$ cat src/rtl/taxi_pkg.sv
// Shared taxi definitions: pricing-state encodings, BCD digit constants and
// the two-digit BCD trip counter type, used by the state controller and the price meter.
package taxi_pkg;

  localparam logic [1:0] ST_IDLE = 2'b00;
  localparam logic [1:0] ST_MOVE = 2'b01;
  localparam logic [1:0] ST_WAIT = 2'b11;

  localparam logic [3:0] BCD_ZERO = 4'd0;
  localparam logic [3:0] BCD_NINE = 4'd9;

  typedef struct packed {
    logic [3:0] tens;
    logic [3:0] units;
  } bcd2_t;

  typedef enum logic [1:0] {
    EV_NONE,
    EV_START,
    EV_PAUSE,
    EV_END
  } taxi_event_e;

  // Two-digit BCD increment; 99 rolls over to 00.
  function automatic bcd2_t bcd2_inc(input bcd2_t v);
    bcd2_t r;
    r = v;
    if (v.units == BCD_NINE) begin
      r.units = BCD_ZERO;
      r.tens  = (v.tens == BCD_NINE) ? BCD_ZERO : v.tens + 4'd1;
    end else begin
      r.units = v.units + 4'd1;
    end
    return r;
  endfunction

endpackage

$ cat src/rtl/btn_debounce.sv
// Raw button conditioning: 2-flop synchroniser, consecutive-cycle debouncer,
// and a single-cycle pulse on each debounced rising edge.
module btn_debounce #(
  parameter int DEB_CYCLES = 2
) (
  input  logic clk,
  input  logic rst,
  input  logic btn_raw,
  output logic pressed
);

  localparam int CW = (DEB_CYCLES > 1) ? $clog2(DEB_CYCLES) : 1;
  localparam logic [CW-1:0] CNT_LAST = CW'(DEB_CYCLES - 1);

  logic          sync_q1;
  logic          sync_q2;
  logic          level_q;
  logic          level_d;
  logic [CW-1:0] cnt_q;

  // Any cycle that agrees with the accepted level restarts the count.
  always_ff @(posedge clk) begin
    if (rst) begin
      sync_q1 <= 1'b0;
      sync_q2 <= 1'b0;
      level_q <= 1'b0;
      level_d <= 1'b0;
      cnt_q   <= '0;
    end else begin
      sync_q1 <= btn_raw;
      sync_q2 <= sync_q1;
      level_d <= level_q;
      if (sync_q2 == level_q) begin
        cnt_q <= '0;
      end else if (cnt_q == CNT_LAST) begin
        level_q <= sync_q2;
        cnt_q   <= '0;
      end else begin
        cnt_q <= cnt_q + 1'b1;
      end
    end
  end

  assign pressed = level_q & ~level_d;

endmodule

$ cat src/rtl/taxi_state_ctrl.sv
// Taxi trip state controller: turns debounced start/pause/end presses into the
// IDLE/MOVE/WAIT pricing state, with a wait timeout, post-trip start lockout and BCD trip count.
module taxi_state_ctrl
  import taxi_pkg::*;
#(
  parameter int DEB_CYCLES  = 2,
  parameter int HOLD_CYCLES = 20,
  parameter int MAX_WAIT    = 18000
) (
  input  logic       clk,
  input  logic       rst,
  input  logic       btn_start,
  input  logic       btn_pause,
  input  logic       btn_end,
  output logic [1:0] state,
  output logic       busy,
  output logic       end_pulse,
  output logic [7:0] trip_bcd
);

  localparam int WW = (MAX_WAIT > 1) ? $clog2(MAX_WAIT + 1) : 1;
  localparam int HW = (HOLD_CYCLES > 0) ? $clog2(HOLD_CYCLES + 1) : 1;
  localparam logic [WW-1:0] WAIT_LAST = WW'(MAX_WAIT - 1);
  localparam logic [HW-1:0] HOLD_LOAD = HW'(HOLD_CYCLES);

  logic start_ev;
  logic pause_ev;
  logic end_ev;

  btn_debounce #(.DEB_CYCLES(DEB_CYCLES)) u_deb_start (
    .clk     (clk),
    .rst     (rst),
    .btn_raw (btn_start),
    .pressed (start_ev)
  );

  btn_debounce #(.DEB_CYCLES(DEB_CYCLES)) u_deb_pause (
    .clk     (clk),
    .rst     (rst),
    .btn_raw (btn_pause),
    .pressed (pause_ev)
  );

  btn_debounce #(.DEB_CYCLES(DEB_CYCLES)) u_deb_end (
    .clk     (clk),
    .rst     (rst),
    .btn_raw (btn_end),
    .pressed (end_ev)
  );

  logic [1:0]    state_q;
  logic [1:0]    state_n;
  logic          busy_q;
  logic          end_q;
  logic          end_n;
  bcd2_t         trip_q;
  bcd2_t         trip_n;
  logic [WW-1:0] wait_q;
  logic [WW-1:0] wait_n;
  logic [HW-1:0] hold_q;
  logic [HW-1:0] hold_n;
  taxi_event_e   ev;
  logic          timeout;

  // Only the highest-priority press of a cycle survives.
  always_comb begin
    ev = EV_NONE;
    if (end_ev)        ev = EV_END;
    else if (pause_ev) ev = EV_PAUSE;
    else if (start_ev) ev = EV_START;
  end

  assign timeout = (state_q == ST_WAIT) && (wait_q == WAIT_LAST);

  always_comb begin
    state_n = state_q;
    end_n   = 1'b0;
    trip_n  = trip_q;
    wait_n  = wait_q;
    hold_n  = hold_q;
    if (hold_q != '0) hold_n = hold_q - 1'b1;

    case (state_q)
      ST_IDLE: if (ev == EV_START && hold_q == '0) state_n = ST_MOVE;
      ST_MOVE: begin
        if (ev == EV_PAUSE) begin
          state_n = ST_WAIT;
          wait_n  = '0;
        end
      end
      ST_WAIT: begin
        if (ev == EV_PAUSE || ev == EV_START) state_n = ST_MOVE;
        else                                  wait_n  = wait_q + 1'b1;
      end
      default: state_n = ST_IDLE;
    endcase

    // A wait timeout behaves exactly like an end press when nothing else happened.
    if (state_q != ST_IDLE && (ev == EV_END || (timeout && ev == EV_NONE))) begin
      state_n = ST_IDLE;
      end_n   = 1'b1;
      trip_n  = bcd2_inc(trip_q);
      hold_n  = HOLD_LOAD;
    end
  end

  always_ff @(posedge clk) begin
    if (rst) begin
      state_q <= ST_IDLE;
      busy_q  <= 1'b0;
      end_q   <= 1'b0;
      trip_q  <= '0;
      wait_q  <= '0;
      hold_q  <= '0;
    end else begin
      state_q <= state_n;
      busy_q  <= (state_n != ST_IDLE);
      end_q   <= end_n;
      trip_q  <= trip_n;
      wait_q  <= wait_n;
      hold_q  <= hold_n;
    end
  end

  assign state     = state_q;
  assign busy      = busy_q;
  assign end_pulse = end_q;
  assign trip_bcd  = trip_q;

endmodule

$ cat config.mk
export PLATFORM = sky130hd
export DESIGN_NAME = taxi_state_ctrl
export DESIGN_NICKNAME = d
export VERILOG_FILES = /design/src/rtl/taxi_pkg.sv /design/src/rtl/btn_debounce.sv /design/src/rtl/taxi_state_ctrl.sv
export SDC_FILE = /design/constraint.sdc
export NUM_CORES = 1
export LEC_CHECK = 0
export CAP_MARGIN = 20
export CORE_MARGIN = 4
export CORE_UTILIZATION = 53
export CTS_BUF_LIST = sky130_fd_sc_hd__clkbuf_8
export DETAILED_ROUTE_END_ITERATION = 10
export PLACE_DENSITY_LB_ADDON = 0.25
export SLEW_MARGIN = 0
export SYNTH_ARGS = -nofsm -noshare
export SYNTH_HDL_FRONTEND = slang
export SYNTH_SLANG_ARGS = --single-unit
$ cat constraint.sdc
create_clock -name clk -period 3.12 [get_ports clk]
set_input_delay 0.312 -clock clk [delete_from_list [all_inputs] [get_ports clk]]
set_output_delay 0.312 -clock clk [all_outputs]
set_load 0.005 [all_outputs]
==> flow_summary.yaml, run 1 <==
# generated from flow reports
cells_and_area:
  layout.nets: 256
  largest_class: "multi-input combinational cells"
  seq-cell-share: 0.395
  syn2layout_area_growth_pct: 14.2
  final_layout_top_logic_cells: "dfxtp_1 (47), nor2_1 (30), nand2_1 (16), clkdlybuf4s50_1 (16), xnor2_1 (13)"
  fillers: 321
  diodes: 0
  logic_gates: 164
  clk_share: 0.0436
  ff_count: 47
floorplan:
  initial_core_util: 0.557
  core_um2: 3740
  rows: 22
  tap_cells: 48
synthesis:
  ys_warn_count: 0
  top_cells_by_area: "dfxtp_1 (45%), xnor2_1 (5.5%), nor2_1 (5.4%), mux2i_1 (3.8%), ha_1 (3.6%)"
  syn-num-nets: 239
  netlist_area_um2: 2090
  yosys.cell_count.top_type: "dfxtp_1"
  postSynthSeqShare: 0.451
detailed_routing:
  drtIter0Drc: 59
  dr_wl_met2_mm: 1.53
setup_path:
  cp_slowest_stage_delay_ns: 0.37
  cp.required_ns: 3.34
  arrival_ns: 2.56
  r2r_cells: 9
  ff2ff_setup_slack_ns: 0.79
  critPathTopFamily: "simple AND/OR/NAND/NOR gates"
  crit_start: "u_deb_end.level_q$_SDFFE_PP0P_"
  start_kind: "flop"
  crit_path_cell_trace: "and2b_2 -> a31o_2 -> inv_1 -> ha_1 -> nor4bb_2 -> and3_1 -> a41oi_1 -> or3_1 -> a21oi_1"
  cp_max_fo: 5
job:
  maxCapViolations: 0
  warnings: 29
global_routing:
  use_met2: 0.240
  grt_pass1_vias: 1403
  grt_overflow: 0
  met3_usage: 0.0469
  met1_usage: 0.192
  busiest_layer: "met2"
final_timing:
  fmax_mhz: 429
  timing.final.ws_setup_ns: 0.786
  finalCritPeriodShare: 0.748
  max_slew_margin: 0.529
  hold-worst-slack_ns: 0.441
min_path:
  hold_path_class: "reg -> reg"
  hold_end: "u_deb_start.sync_q2$_SDFF_PP0_"
clocking:
  ctsHoldBuffers: 0
  numCtsBuffers: 5
  clockBufferDepth: 2
pwr:
  pg_seq_mw: 0.659
  power.density_nw_per_um2: 516
  p_comb_frac: 0.142
  total_leakage_power_nw: 0.794
  ir_drop_v: 0.000259
  maxPowerGroup: "registers"
  clockPowerShare: 0.322
  powerComb_mw: 0.174
status:
  outcome: "finished clean"
placement:
  place_congestion: 0.749
  portBuffers: 16
  dp_hpwl_mm: 2.46
## run 1: kinds of logic after synthesis
family,synth area share
simple gates,0.281
flops,0.451
compound gates,0.0768
xor+xnor,0.0756
buf+inv,0.0354
mux,0.0438
fa+ha+maj,0.0360
## run 1: per-stage QoR
step	cells	area [um^2]	util	power [mW]
2_1_floorplan	228	2090	-	0.813
3_3_place_gp	286	2280	0.608	0.843
3_5_place_dp	286	2280	0.608	0.847
4_1_cts	294	2380	0.636	1.24
5_1_grt	294	2380	0.636	1.30
6_report	294	2380	0.636	1.23
## run 1: registers in the layout (all words and copies together) (netlist names), 2 cells and up
signal,flops
state,2
wait_q,15
trip_bcd,8
hold_q,5
### Routed metal per tile, run 1

14 x 14 tiles, from white (low) to dark blue (high), scaled to the fullest tile. Values are wire area over tile area, all layers added.
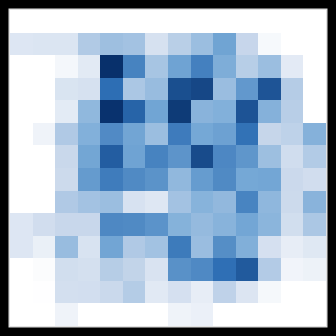
25% of the tiles are over half the peak. 25% of the tiles are nearly empty. The fullest tile reaches 0.36. The densest ninth of the die: centre.

### Layout detail, run 1

Scale bar: 5 um. Window x 43 to 63, y 43 to 63 um. Cells in grey, sequential cells in the stronger grey; small squares are vias.
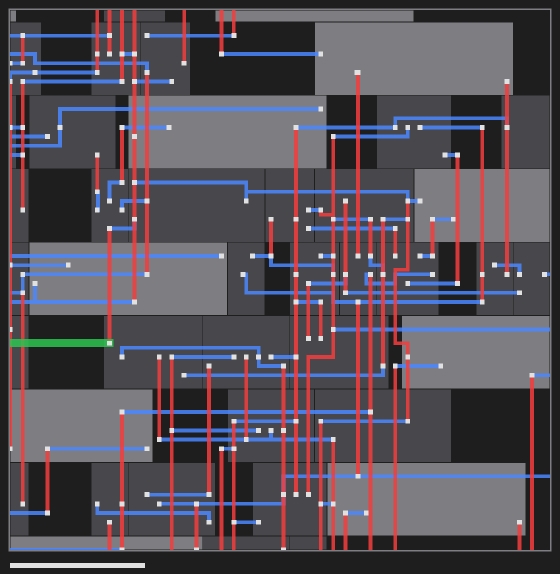
metal 3: marked green. metal 2: marked red. metal 1: marked blue.
Most frequent: dfxtp_1 (7), nor2_1 (6). 32 logic cells have their middle in the window. Sequential cells in the window: 7. Netlist names of flops here include `trip_bcd` (4), `wait_q` (3).

### Met1 routing, run 1

Scale bar: 20 um.
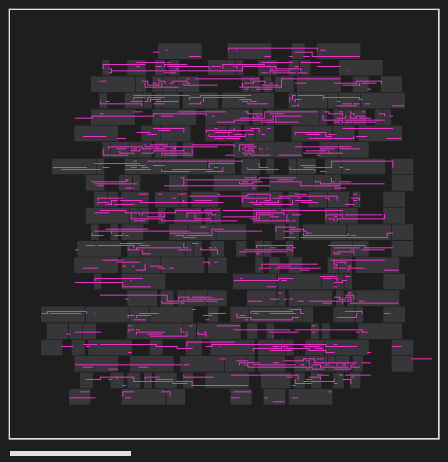
The wires run mostly horizontal. The layer carries 1,710 um of wire.

### Signal wires by layer, run 1

Scale bar: 20 um. Two of the layers only.
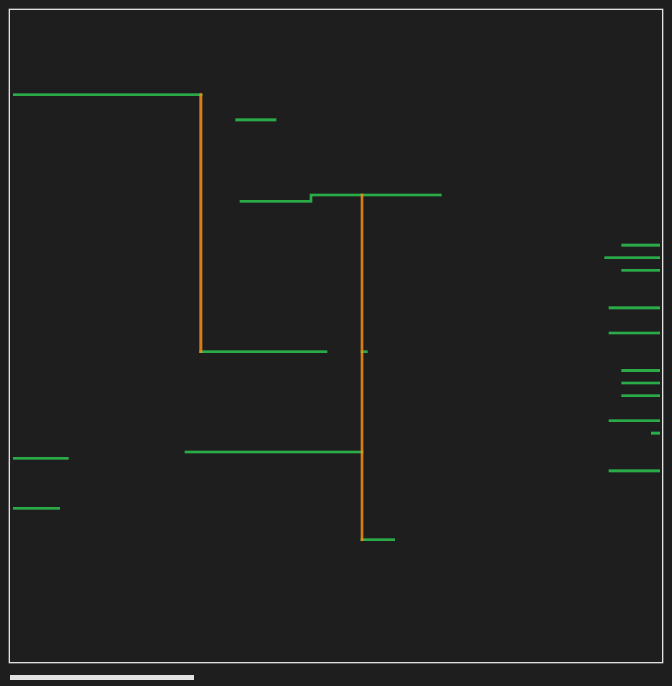

==> run 2, diff against run 1 <==
==> constraint.sdc (replaced) <==
create_clock -name clk -period 2.2 [get_ports clk]
set_input_delay 0.22 -clock clk [delete_from_list [all_inputs] [get_ports clk]]
set_output_delay 0.22 -clock clk [all_outputs]
set_load 0.005 [all_outputs]
### Signal wires by layer, run 2

Scale bar: 20 um. Two of the layers only.
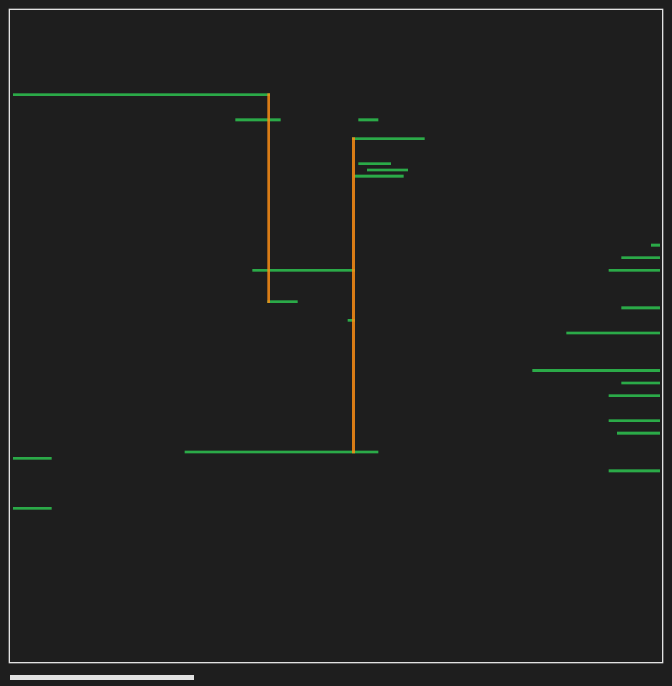
metal 4: marked orange, wire length 56.4 um. metal 3: marked green, wire length 158 um.

### Routed metal per tile, run 2

14 x 14 tiles, from white (low) to dark blue (high), scaled to the fullest tile. Values are wire area over tile area, all layers added.
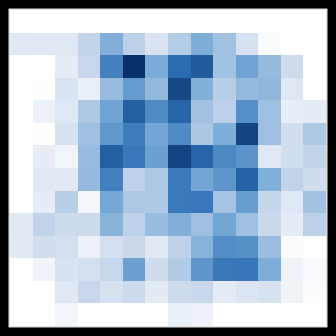
The densest ninth of the die: centre. 20% of the tiles are over half the peak. 22% of the tiles are nearly empty. The mean over all tiles is 0.11. The fullest tile reaches 0.41.

==> flow_summary.yaml, run 2 <==
# generated from flow reports
min_path:
  hold_end: "u_deb_pause.cnt_q$_SDFF_PP0_"
  hold_path_class: "reg -> reg"
cells_and_area:
  largest_reg_flops: 15
  fillers: 307
  largest_register: "wait_q"
  regArea_um2: 941
  diodes: 0
  stdcell_count: 301
  layout.nets: 264
  postLayoutCellArea_um2: 2520
  final_layout_top_logic_cells: "dfxtp_1 (47), nor2_1 (30), nand2_1 (16), clkdlybuf4s50_1 (16), xnor2_1 (13)"
  syn2layout_area_growth_pct: 20.8
synthesis:
  avgSynthCellArea_um2: 9.15
  top_cells_by_area: "dfxtp_1 (45%), xnor2_1 (5.5%), nor2_1 (5.4%), mux2i_1 (3.8%), ha_1 (3.6%)"
  syn-num-nets: 239
  ys_sh_adder: 0.0360
  ys_sh_aoi: 0.0768
  netlist_area_um2: 2090
  simple_gate_area_frac: 0.281
  ys_warn_count: 0
  yosysCellCount: 228
  synthXorXnorAreaFrac: 0.0756
  mux_share: 0.0438
  ys_top_logic_family: "simple AND/OR/NAND/NOR gates"
  yosys.cell_count.top_type: "dfxtp_1"
  synthArstFlopShare: 0
  postSynthSeqShare: 0.451
  edf_count: 0
job:
  warnings: 31
  maxCapViolations: 0
final_timing:
  tns_ns: 0
  hold-worst-slack_ns: 0.442
  max_slew_margin: 0.430
  fmax_mhz: 469
  fin_skew_ns: 0.00922
  finalCritPeriodShare: 0.968
floorplan:
  num_io_pins: 17
  die_w_um: 70.7
  core_um2: 3740
  rows: 22
  initial_core_util: 0.557
global_routing:
  grt_overflow: 0
  antenna_found_initial: 0
  grt_pass1_wl_mm: 6.42
  grt_max_degree: 18
  grt_pass1_vias: 1501
pwr:
  total_leakage_power_nw: 0.867
  power.density_nw_per_um2: 669
  clockPowerShare: 0.288
  powerComb_mw: 0.268
  maxPowerGroup: "registers"
  p_comb_frac: 0.159
  ir_drop_v: 0.000511
  pg_seq_mw: 0.933
  p_clk_mw: 0.485
setup_path:
  crit_start: "u_deb_end.level_d$_SDFF_PP0_"
  cp.required_ns: 2.43
  r2r_cells: 10
  start_kind: "flop"
  endpoint_kind: "flop"
  crit_path_cell_trace: "and2b_2 -> a31o_4 -> inv_4 -> buf_4 -> ha_1 -> mux2_2 -> nand4_1 -> buf_4 -> or3_1 -> a21oi_1"
  cp_slowest_stage_delay_ns: 0.35
  ff2ff_setup_slack_ns: 0.07
  arrival_ns: 2.36
  cp_max_fo: 7
  path_class: "reg -> reg"
  critPathTopFamily: "simple AND/OR/NAND/NOR gates"
clocking:
  clockBufferDepth: 2
  cts_sinks: 47
  numCtsBuffers: 5
  ctsHoldBuffers: 0
placement:
  portBuffers: 16
  place_inst: 292
  place_congestion: 0.752
  dpl-instance-area_um2: 2320
  dp_hpwl_mm: 2.58
detailed_routing:
  drtIter0Drc: 59
  vias: 1621
  firstDrtPassIters: 5
status:
  outcome: "finished clean"
### Met1 routing, run 2

Scale bar: 20 um.
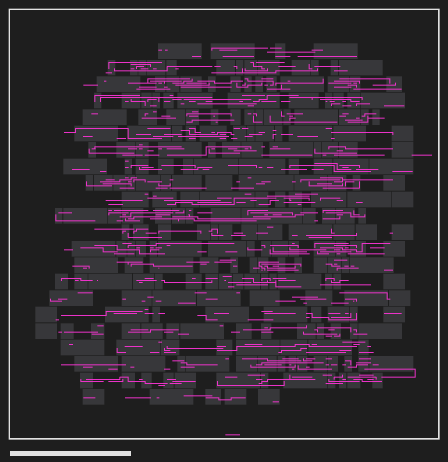
The longest straight run is 18.4 um. The layer holds 47% of the routed length. The layer carries 1,700 um of wire.

-- run 2: stage by stage --
step	utilization	power, mW	setup slack, ns
global placement	0.620	1.20	0.0368
global route	0.673	1.77	-0.0597
detailed placement	0.620	1.22	-0.0600
floorplan	-	1.15	0.0644
CTS	0.647	1.70	-0.0337
finish	0.673	1.69	0.0700
-- run 2: final cells by class --
class / instances / share of cell area
Clock buffer: 5 / 0.0273
Clock inverter: 2 / 0.00546
Inverter: 10 / 0.0159
Multi-Input combinational cell: 164 / 0.464
Sequential cell: 47 / 0.373
Tap cell: 48 / 0.0238
Timing Repair Buffer: 25 / 0.0904
-- run 2: per-layer routing --
metal,track usage,part of all wire,vias to the layer above
met5,0,0,-
met4,0.0543,0.015,0
met3,0.0455,0.044,6
met2,0.257,0.47,29
met1,0.193,0.47,756
li1,-,-,830
Power and IR drop assume default switching activity.
